## src/rtl/snapshot_serializer.sv

```systemverilog
// ---------------------------------------------------------------------------
// snapshot_serializer
//
// Freezes CANT_CANALES debug words in one clock edge on i_start. The enabled
// channels are then streamed to the UART transmitter, one byte at a time and
// MSB first, over the tx_start/tx_done handshake. Channels are visited in
// ascending index order.
//
// Optional feature: define SNAPSHOT_SERIALIZER_CHECKSUM_EN to append one
// trailing byte to every frame. That byte is the XOR of all data bytes sent in
// the frame; an all-zero mask then sends the single byte 0x00.
//
// Ports:
//   i_clock     clock, rising edge
//   i_reset     synchronous active-high reset
//   i_canales   flattened channels, channel k at [k*DATA_WIDTH +: DATA_WIDTH]
//   i_mask      channel enable, sampled together with i_start
//   i_start     capture-and-send request, honoured only when idle
//   i_tx_done   one-cycle pulse from tx: previous byte finished
//   o_tx_start  one-cycle pulse, o_data_tx valid in the same cycle
//   o_data_tx   byte to transmit
//   o_busy      frame in progress
//   o_done      one-cycle pulse when the frame has completed
// ---------------------------------------------------------------------------
module snapshot_serializer #(
    parameter int unsigned CANT_CANALES       = 4,
    parameter int unsigned DATA_WIDTH         = 32,
    parameter int unsigned OUTPUT_WORD_LENGTH = 8
) (
    input  logic                               i_clock,
    input  logic                               i_reset,
    input  logic [CANT_CANALES*DATA_WIDTH-1:0] i_canales,
    input  logic [CANT_CANALES-1:0]            i_mask,
    input  logic                               i_start,
    input  logic                               i_tx_done,
    output logic                               o_tx_start,
    output logic [OUTPUT_WORD_LENGTH-1:0]      o_data_tx,
    output logic                               o_busy,
    output logic                               o_done
);

    localparam int unsigned BPC  = DATA_WIDTH / OUTPUT_WORD_LENGTH;
    localparam int unsigned CH_W = (CANT_CANALES > 1) ? $clog2(CANT_CANALES) : 1;
    localparam int unsigned BW   = (BPC > 1) ? $clog2(BPC) : 1;
    localparam logic [BW-1:0] LAST_BYTE = BW'(BPC - 1);

    typedef enum logic [2:0] {
        S_IDLE,
        S_SEND,
        S_WAIT,
        S_NEXT,
`ifdef SNAPSHOT_SERIALIZER_CHECKSUM_EN
        S_CHK,
`endif
        S_DONE
    } state_t;

    state_t                  state_q;
    logic [DATA_WIDTH-1:0]   snap_q [CANT_CANALES];
    logic [CANT_CANALES-1:0] mask_q;
    logic [CH_W-1:0]         ch_idx_q;
    logic [BW-1:0]           byte_idx_q;
`ifdef SNAPSHOT_SERIALIZER_CHECKSUM_EN
    logic [OUTPUT_WORD_LENGTH-1:0] csum_q;
    logic                          chk_q;   // set once the checksum byte is the one in flight
`endif

    logic [DATA_WIDTH-1:0]         cur_word_d;
    logic [OUTPUT_WORD_LENGTH-1:0] cur_byte_d;
    logic [CH_W:0]                 first_hit_d;   // {found, index}
    logic [CH_W:0]                 next_hit_d;    // {found, index}

    // Lowest set bit of m strictly above 'from' (or at 'from' when incl=1).
    function automatic logic [CH_W:0] find_set(input logic [CANT_CANALES-1:0] m,
                                               input logic [CH_W-1:0]         from,
                                               input logic                    incl);
        logic            found;
        logic [CH_W-1:0] idx;
        found = 1'b0;
        idx   = '0;
        for (int unsigned k = 0; k < CANT_CANALES; k++) begin
            if (!found && m[k] &&
                ((CH_W'(k) > from) || (incl && (CH_W'(k) == from)))) begin
                found = 1'b1;
                idx   = CH_W'(k);
            end
        end
        return {found, idx};
    endfunction

    always_comb begin
        cur_word_d = '0;
        for (int unsigned k = 0; k < CANT_CANALES; k++) begin
            if (CH_W'(k) == ch_idx_q) cur_word_d = snap_q[k];
        end
        // Byte 0 is the most significant byte of the word.
        cur_byte_d = '0;
        for (int unsigned b = 0; b < BPC; b++) begin
            if (BW'(b) == byte_idx_q)
                cur_byte_d = cur_word_d[DATA_WIDTH-1-b*OUTPUT_WORD_LENGTH -: OUTPUT_WORD_LENGTH];
        end
        first_hit_d = find_set(i_mask, '0, 1'b1);
        next_hit_d  = find_set(mask_q, ch_idx_q, 1'b0);
    end

    always_ff @(posedge i_clock) begin
        if (i_reset) begin
            state_q    <= S_IDLE;
            for (int unsigned k = 0; k < CANT_CANALES; k++) snap_q[k] <= '0;
            mask_q     <= '0;
            ch_idx_q   <= '0;
            byte_idx_q <= '0;
            o_tx_start <= 1'b0;
            o_data_tx  <= '0;
            o_busy     <= 1'b0;
            o_done     <= 1'b0;
`ifdef SNAPSHOT_SERIALIZER_CHECKSUM_EN
            csum_q     <= '0;
            chk_q      <= 1'b0;
`endif
        end else begin
            o_tx_start <= 1'b0;
            o_done     <= 1'b0;
            case (state_q)
                S_IDLE: begin
                    if (i_start) begin
                        for (int unsigned k = 0; k < CANT_CANALES; k++)
                            snap_q[k] <= i_canales[k*DATA_WIDTH +: DATA_WIDTH];
                        mask_q     <= i_mask;
                        ch_idx_q   <= first_hit_d[CH_W-1:0];
                        byte_idx_q <= '0;
                        o_busy     <= 1'b1;
`ifdef SNAPSHOT_SERIALIZER_CHECKSUM_EN
                        csum_q     <= '0;
                        chk_q      <= 1'b0;
                        state_q    <= first_hit_d[CH_W] ? S_SEND : S_CHK;
`else
                        state_q    <= first_hit_d[CH_W] ? S_SEND : S_DONE;
`endif
                    end
                end
                S_SEND: begin
                    o_tx_start <= 1'b1;
`ifdef SNAPSHOT_SERIALIZER_CHECKSUM_EN
                    if (chk_q) begin
                        o_data_tx <= csum_q;
                    end else begin
                        o_data_tx <= cur_byte_d;
                        csum_q    <= csum_q ^ cur_byte_d;
                    end
`else
                    o_data_tx  <= cur_byte_d;
`endif
                    state_q    <= S_WAIT;
                end
                S_WAIT: begin
                    if (i_tx_done) state_q <= S_NEXT;
                end
                S_NEXT: begin
`ifdef SNAPSHOT_SERIALIZER_CHECKSUM_EN
                    if (chk_q) begin
                        state_q <= S_DONE;
                    end else
`endif
                    if (byte_idx_q != LAST_BYTE) begin
                        byte_idx_q <= byte_idx_q + BW'(1);
                        state_q    <= S_SEND;
                    end else if (next_hit_d[CH_W]) begin
                        ch_idx_q   <= next_hit_d[CH_W-1:0];
                        byte_idx_q <= '0;
                        state_q    <= S_SEND;
                    end else begin
`ifdef SNAPSHOT_SERIALIZER_CHECKSUM_EN
                        state_q    <= S_CHK;
`else
                        state_q    <= S_DONE;
`endif
                    end
                end
`ifdef SNAPSHOT_SERIALIZER_CHECKSUM_EN
                S_CHK: begin
                    chk_q   <= 1'b1;
                    state_q <= S_SEND;
                end
`endif
                S_DONE: begin
                    o_done  <= 1'b1;
                    o_busy  <= 1'b0;
                    state_q <= S_IDLE;
                end
                default: state_q <= S_IDLE;
            endcase
        end
    end

endmodule

```

## config.mk

```make
export PLATFORM = sky130hd
export DESIGN_NAME = snapshot_serializer
export DESIGN_NICKNAME = d
export VERILOG_FILES = /design/src/rtl/snapshot_serializer.sv
export SDC_FILE = /design/constraint.sdc
export NUM_CORES = 1
export LEC_CHECK = 0
export ABC_CLOCK_PERIOD_IN_PS = 5370
export CAP_MARGIN = 25
export CELL_PAD_IN_SITES_DETAIL_PLACEMENT = 2
export CELL_PAD_IN_SITES_GLOBAL_PLACEMENT = 2
export CORE_ASPECT_RATIO = 1.1
export CORE_MARGIN = 2
export CORE_UTILIZATION = 34
export CTS_CLUSTER_DIAMETER = 150
export DETAILED_ROUTE_END_ITERATION = 8
export PLACE_DENSITY = 0.8
export SETUP_SLACK_MARGIN = 0.02
export SLEW_MARGIN = 10
export SYNTH_ARGS = -nofsm -noshare
export SYNTH_HDL_FRONTEND = slang
export SYNTH_SLANG_ARGS = --single-unit
export TNS_END_PERCENT = 1
```

## constraint.sdc

```tcl
create_clock -name i_clock -period 5.37 [get_ports i_clock]
set_input_delay 1.074 -clock i_clock [delete_from_list [all_inputs] [get_ports i_clock]]
set_output_delay 1.074 -clock i_clock [all_outputs]
set_load 0.01 [all_outputs]
```

==> images/gate_families.png <==
Scale bar: 50 um.
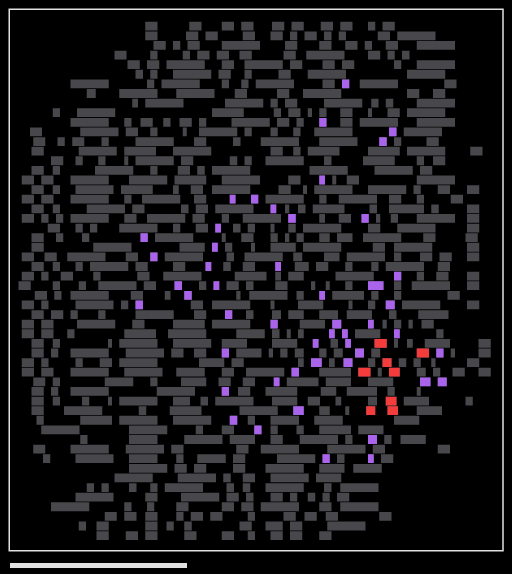
| family | color | cells | most used |
|---|---|---|---|
| inverting AOI/OAI gates | purple | 49 | o22ai_1 |
| AND-OR and OR-AND gates | red | 8 | a22o_1 |

==> images/registers.png <==
Scale bar: 50 um. Other sequential cells in the stronger gray, the rest of the logic in the fainter gray.
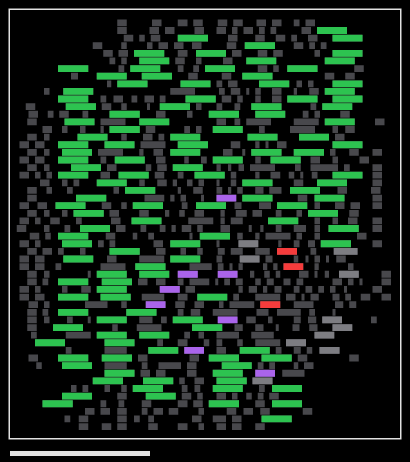
| name in the netlist | color | sequential cells |
|---|---|---|
| o_data_tx | purple | 8 |
| snap_q | green | 128 |
| state_q | red | 3 |
not colored: 10
sequential share of cell area: 0.472
final core utilization: 0.457
power drawn by the sequential cells: 1.56 mW
sequential standard cell area: 4270 um^2

==> images/metal_stack.png <==
Two of the layers only.
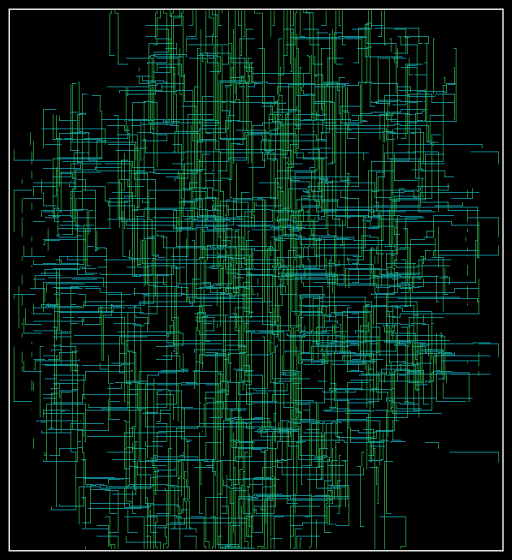
| layer | color | wire length |
|---|---|---|
| met2 | green | 11,200 um |
| met1 | cyan | 8,380 um |
routed wire length: 20,900 um
routed len/inst: 23.1 um

==> impl.org <==
* Implementation run

** Final layout
- Area of the multi-input gates :: 2340 um^2
- Finished Cell Area :: 9050 um^2
- By instance count after routing, the leading logic cell type is clkdlybuf4s50_1.
- In the final design database the tool counted 776 nets.
- Number of multi-input logic gates :: 310
- The fraction of final cell area spent on non-clock buffers in this run is 0.173.
- Cell class ranked first by area :: flip-flops and latches
- Final cell count without fillers :: 903
- Share of cell area taken by multi-input logic gates :: 0.258
- Non-clock buffers in the final layout number 152.
- The library cells used most frequently in the layout, excluding fill and tap cells, are clkdlybuf4s50_1, and3_1, edfxtp_1.
- The layout has 27 clock buffers.

** Pwr
- Power dissipated in the clock network :: 1.08 mW
- The final power report lists total power as 3.25 mW.
- Proportion of power drawn by the clock network :: 0.331
- Sequential cell fraction of total power :: 0.479
- Fraction of power spent switching nets :: 0.266

** Drt
- Wire segments on met2 add up to 11,200 um in the final route.
- Via-to-Cell Ratio :: 5.32
- Met3 wire len :: 840 um
- TritonRoute reported its final design rule violation total as 0.
- In this run, the number of DRC markers left after iteration 0 of detailed routing was 276.
- M1 WL :: 8380 um
- According to the report, the first pass of detailed routing completed in 4 iterations.
- Highest metal layer with signal wires :: met4

** Placement
- Logged for this run, the post-placement worst setup slack is 1.50 ns.
- Placed cell count :: 867
- Placed Instance Area :: 8460 um^2

** Worst hold path
- Worst hold endpoint :: mask_q[1]$_SDFFE_PP0P_
- Path type of the worst min-delay path :: reg2reg
- STA lists the startpoint of the worst hold path as mask_q[1]$_SDFFE_PP0P_.

** Global routing
- Global routing usage on met1 :: 0.235
- The initial antenna violation count is 2.
- Entering global routing, the biggest net connects 131 pins.
- On met2, the global router reports a usage of 0.354.

** STA
- Max-slew check failures listed in the final report amount to 0.
- In the finished design, the share of the clock period the worst path needs comes to 0.657.
- Max Clock Freq :: 283 MHz
- Relative slew slack :: 0.353
- Minimum clock period :: 3.53 ns
- The last timing report of the flow puts the setup violation total at 0.

** Yosys
- The synthesis report gives the async set-or-reset register share as 0.
- Post-synth top area cell :: edfxtp_1
- For this run, the register share of the synthesized area comes to 0.623.
- Synth warnings :: 0
- Leading register cell type out of synthesis :: edfxtp_1
- Synthesized instance count :: 510
- Synthesis instantiated 53 different standard cells from the library.
- At floorplan, the net count of the design was reported as 650.
- Simple-Gate Fraction of Synth Area :: 0.179
- MUX share of area :: 0.0983
- The post-synth count of flops with an enable pin is 128.
- YS chip area :: 6850 um^2

** Setup path
- In this design, the stage delay of the slowest critical-path cell is 1.04 ns.
- End of the worst register-to-register path :: snap_q[2][27]$_SDFFCE_PN0P_
- Data required time at the worst endpoint :: 5.46 ns
- Endpoint arrival time on the critical path :: 3.62 ns
- The launch point of the worst register-to-register path is recorded as state_q[0]$_SDFFE_PP0P_.
- CP startpoint :: i_reset
- The report puts the cell count of the worst reg-to-reg path at 4.
- Counting buffers and inverters, the worst setup path is 4 cells deep.
- In this run the register-to-register setup slack is 2.86 ns.

** Outcome
- Run status :: finished, final reports clean

** Clock tree
- Buffer depth of the longest clock path :: 2
- Clock latency on the worst-skew pair, taken at its later pin, is 0.42 ns.
- Cts hold-fix bufs :: 0
- The number of clock buffers added by TritonCTS is 17.
- The number of gates resized after CTS was 0.

** Floorplan
- Area of the core :: 19,800 um^2
- Core utilization before placement :: 0.346
- Top-Level Pins :: 147
- Row generation in the floorplan step produced 54 rows.

** Job
- The run reported a max-capacitance violation count of 0.
Power is estimated from default activity; no workload was simulated.
